### src/rtl/door_code_writer.sv
// Passcode enrolment for the door lock: the new code is keyed in twice while unlocked and
// committed to code_out only when both entries agree; any abort keeps the previous code.
module door_code_writer #(
    parameter int unsigned           CODE_LEN     = 4,
    parameter int unsigned           TIME_OUT     = 10,
    parameter logic [2*CODE_LEN-1:0] DEFAULT_CODE = 8'hD8
) (
    input  logic                  clk,
    input  logic                  reset,
    input  logic [3:0]            btn,
    input  logic                  unlocked,
    input  logic                  prog_req,
    output logic [2*CODE_LEN-1:0] code_out,
    output logic                  prog_busy,
    output logic                  prog_ok,
    output logic                  prog_fail
);

    localparam int unsigned CW = $clog2(CODE_LEN + 1);
    localparam int unsigned TW = $clog2(TIME_OUT + 1);

    typedef enum logic [2:0] {
        StIdle,
        StEnter1,
        StEnter2,
        StCommit,
        StFail
    } state_t;

    state_t                state;
    logic [CW-1:0]         cnt;
    logic [TW-1:0]         timer;
    logic [2*CODE_LEN-1:0] shadow;
    logic                  mismatch;

    logic          press_valid;
    logic          press_illegal;
    logic [1:0]    digit;
    logic [TW-1:0] timer_inc;
    logic          timeout;
    logic          abort;
    logic          last_digit;
    logic          digit_neq;

    always_comb begin
        digit = 2'd0;
        unique case (btn)
            4'b0001: digit = 2'd0;
            4'b0010: digit = 2'd1;
            4'b0100: digit = 2'd2;
            4'b1000: digit = 2'd3;
            default: digit = 2'd0;
        endcase
    end

    assign press_valid   = $onehot(btn);
    assign press_illegal = (btn != 4'd0) && !press_valid;
    assign timer_inc     = (timer == TW'(TIME_OUT)) ? timer : timer + TW'(1);
    // Abort on the edge where the idle count would reach TIME_OUT.
    assign timeout       = (btn == 4'd0) && (timer_inc == TW'(TIME_OUT));
    assign abort         = press_illegal || timeout || !unlocked;
    assign last_digit    = (cnt == CW'(CODE_LEN - 1));
    assign digit_neq     = (digit != shadow[2*int'(cnt) +: 2]);

    always_ff @(posedge clk or negedge reset) begin
        if (!reset) begin
            state     <= StIdle;
            cnt       <= '0;
            timer     <= '0;
            shadow    <= '0;
            mismatch  <= 1'b0;
            code_out  <= DEFAULT_CODE;
            prog_busy <= 1'b0;
            prog_ok   <= 1'b0;
            prog_fail <= 1'b0;
        end else begin
            prog_ok   <= 1'b0;
            prog_fail <= 1'b0;
            unique case (state)
                StIdle: begin
                    if (prog_req && unlocked) begin
                        state     <= StEnter1;
                        cnt       <= '0;
                        timer     <= '0;
                        mismatch  <= 1'b0;
                        prog_busy <= 1'b1;
                    end
                end
                StEnter1, StEnter2: begin
                    if (abort) begin
                        state     <= StFail;
                        timer     <= '0;
                        prog_fail <= 1'b1;
                    end else if (press_valid) begin
                        timer <= '0;
                        if (state == StEnter1) begin
                            shadow[2*int'(cnt) +: 2] <= digit;
                            if (last_digit) begin
                                state <= StEnter2;
                                cnt   <= '0;
                            end else begin
                                cnt <= cnt + CW'(1);
                            end
                        end else if (last_digit) begin
                            cnt <= '0;
                            if (mismatch || digit_neq) begin
                                state     <= StFail;
                                prog_fail <= 1'b1;
                            end else begin
                                state   <= StCommit;
                                prog_ok <= 1'b1;
                            end
                        end else begin
                            mismatch <= mismatch | digit_neq;
                            cnt      <= cnt + CW'(1);
                        end
                    end else begin
                        timer <= timer_inc;
                    end
                end
                StCommit: begin
                    code_out  <= shadow;
                    state     <= StIdle;
                    prog_busy <= 1'b0;
                end
                StFail: begin
                    shadow    <= '0;
                    cnt       <= '0;
                    mismatch  <= 1'b0;
                    state     <= StIdle;
                    prog_busy <= 1'b0;
                end
                default: begin
                    state     <= StIdle;
                    prog_busy <= 1'b0;
                end
            endcase
        end
    end

endmodule
### config.mk
export PLATFORM = sky130hd
export DESIGN_NAME = door_code_writer
export DESIGN_NICKNAME = d
export VERILOG_FILES = /design/src/rtl/door_code_writer.sv
export SDC_FILE = /design/constraint.sdc
export NUM_CORES = 1
export LEC_CHECK = 0
export CORE_ASPECT_RATIO = 1.2
export CORE_MARGIN = 2
export CORE_UTILIZATION = 60
export CTS_CLUSTER_DIAMETER = 100
export CTS_CLUSTER_SIZE = 8
export DETAILED_ROUTE_END_ITERATION = 7
export GPL_ROUTABILITY_DRIVEN = 0
export PLACE_DENSITY = 0.82
export SLEW_MARGIN = 40
export SYNTH_ARGS = -nofsm -noshare
export SYNTH_HDL_FRONTEND = slang
export SYNTH_SLANG_ARGS = --single-unit
### constraint.sdc
create_clock -name clk -period 4.6 [get_ports clk]
set_input_delay 0.92 -clock clk [delete_from_list [all_inputs] [get_ports clk]]
set_output_delay 0.92 -clock clk [all_outputs]
set_load 0.05 [all_outputs]
**Run 1: metal layers overlaid**

Scale bar: 20 um.
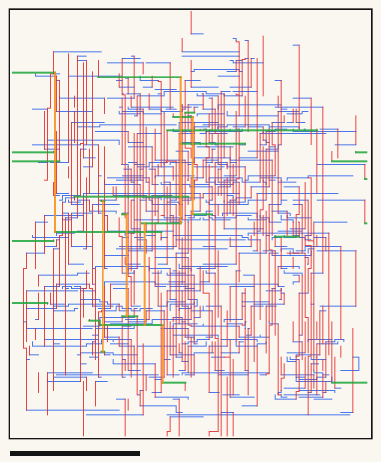
metal 1 -> blue  # wire length 1630 um
metal 3 -> green  # wire length 159 um
metal 2 -> red  # wire length 2210 um
metal 4 -> orange  # wire length 125 um
routed vias: 1533
detail-routed net length per standard cell: 16.7 um
WL final: 4120 um
overall global routing resource usage: 25.9%

**Run 1: metal 4**

Supply wires on this layer in gray. Cells faint in the background.
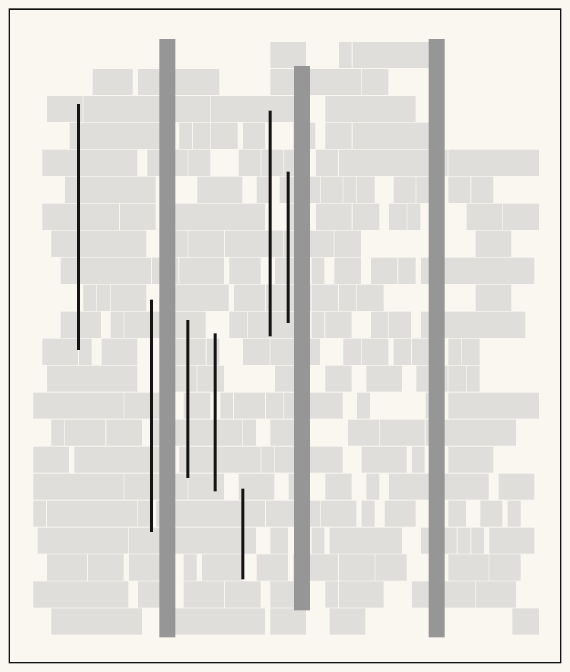
longest straight run = 24.5 um
main direction = vertical

==> ds_physical_params.txt, run 1 <==
Summary of implementation characteristics

Parameter                              Value

CTS
  Clock tree from TritonCTS .................. done
  Inserted Clock Buffers .................. 5

Yosys
  Fraction of registers with async set/reset .................. 100%
  Top-count cell post-synth .................. sky130_fd_sc_hd__dfrtp_1
  Largest combinational cell category by area .................. simple AND/OR/NAND/NOR gates
  Synthesized registers .................. 30

Power and ir drop
  PnR Total Power .................. 607 uW
  Clock network power share .................. 27.6%
  Clock-net power .................. 168 uW

Global route
  Global-route wire length before repair .................. between 7000 and 8000 um
  Met2 Track Usage GR .................. 46.1%
  Number of global-route vias before repair .................. 1633

STA
  Setup Viol. Count Final .................. 0
  Peak clock frequency supported by timing .................. around 0.27 GHz

Status
  Result of the run .................. finished, final reports clean

Floorplanning
  CORE AREA .................. 3060 um2

Setup path
  Critical Path Start .................. btn[3]

Worst hold path
  Path type of the worst min-delay path .................. flip-flop to flip-flop
  Hold depth .................. 1

Layout
  Bufs w/o clock .................. 20
  Area added between synthesis and finish .................. 15.4%

Place
  Port-buffer cells .................. 18

Drt
  Drt first pass iters .................. 4
**Run 1: cell placement**

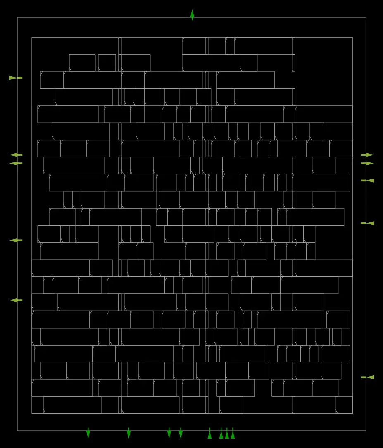
share of the final layout cell area in sequential cells: 34.4%
Filler cells: 229
num tapcells: 36
placement row count: 22

**Run 1: M3 wires**

Scale bar: 20 um.
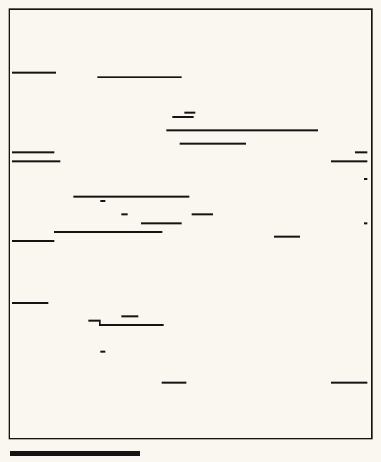
longest straight run = 23.0 um
main direction = horizontal
share of all routed wire = 3.9%
wire length on this layer = 159 um
nets with wire on the layer = 18
GR met3 Demand/Resource: 5.91%

==> run 1 -> run 2 <==
--- a/config.mk
+++ b/config.mk
@@ -7,12 +7,12 @@
 export LEC_CHECK = 0
 export CORE_ASPECT_RATIO = 1.2
 export CORE_MARGIN = 2
-export CORE_UTILIZATION = 60
+export CORE_UTILIZATION = 56
 export CTS_CLUSTER_DIAMETER = 100
 export CTS_CLUSTER_SIZE = 8
 export DETAILED_ROUTE_END_ITERATION = 7
 export GPL_ROUTABILITY_DRIVEN = 0
-export PLACE_DENSITY = 0.82
+export PLACE_DENSITY = 0.78
 export SLEW_MARGIN = 40
 export SYNTH_ARGS = -nofsm -noshare
 export SYNTH_HDL_FRONTEND = slang
==> constraint.sdc (replaced) <==
create_clock -name clk -period 3.6 [get_ports clk]
set_input_delay 0.72 -clock clk [delete_from_list [all_inputs] [get_ports clk]]
set_output_delay 0.72 -clock clk [all_outputs]
set_load 0.05 [all_outputs]
**Run 2: M3 wires**

Scale bar: 20 um.
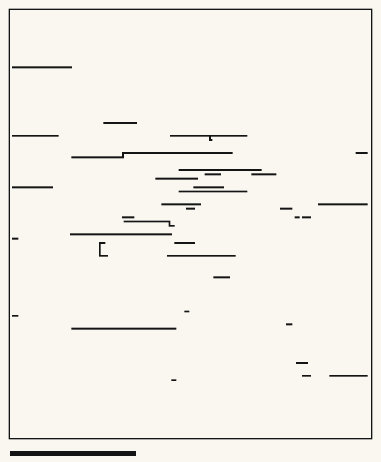
nets with wire on the layer = 25
wire length on this layer = 199 um
share of all routed wire = 4.5%
longest straight run = 17.2 um

**Run 2: cell placement**

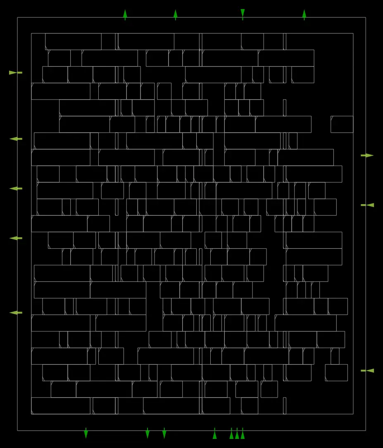
CORE AREA: 3310 um2
share of the final layout cell area in sequential cells: 32.5%
placement row count: 23
sequential cell count: 30
fin util: 70.2%

==> run 2 against run 1 <==
Worst hold slack lost 6.9 ps. Clock-buffer cell count shrank 2. Worst setup slack lost 660 ps. Register-to-register slack lost 990 ps. Critical path depth is the same. Global-route usage shrank 0.16 points. Via count grew 3.6%. Final cell count grew 4.9%. Routed wire length grew 7.5%. Utilization shrank 1.8 points. Total power grew 42%. First-iteration DRC count grew 61%. Critical endpoint unchanged.
==> ds_physical_params.txt, run 2 <==
Summary of implementation characteristics

Parameter                              Value

Status
  Result of the run .................. finished, final reports clean

Worst hold path
  Hold depth .................. 1
  Path type of the worst min-delay path .................. flip-flop to flip-flop

Layout
  Area added between synthesis and finish .................. 21.9%
  Clkbuf count .................. 6
  Bufs w/o clock .................. 31
  Fraction of area in multi-input gates .................. 47.6%

CTS
  Inserted Clock Buffers .................. 5
  Clock tree from TritonCTS .................. done

Power and ir drop
  Clock network power share .................. 33.0%
  PnR Total Power .................. 860 uW

Yosys
  Top-count cell post-synth .................. sky130_fd_sc_hd__dfrtp_1
  Fraction of registers with async set/reset .................. 100%
  Synthesized registers .................. 30

STA
  Setup Viol. Count Final .................. 0
  Setup clock skew after layout .................. 8.20 ps
  Peak clock frequency supported by timing .................. 0.298 GHz

Global route
  Overall global routing resource usage .................. 25.8%
  Met2 Track Usage GR .................. 47.3%
  Number of global-route vias before repair .................. about 1600
  GR met3 Demand/Resource .................. ~5%
  Global-route wire length before repair .................. 7540 um

Drt
  Routed vias .................. 1588
  WL final .................. ~4400 um
  Detail-routed net length per standard cell .................. between 15 and 20 um

Setup path
  Critical Path Start .................. btn[1]

Floorplanning
  Num tapcells .................. 37

Place
  Port-buffer cells .................. 18
Power figures rest on the tool's default switching activity, not on a simulated workload.
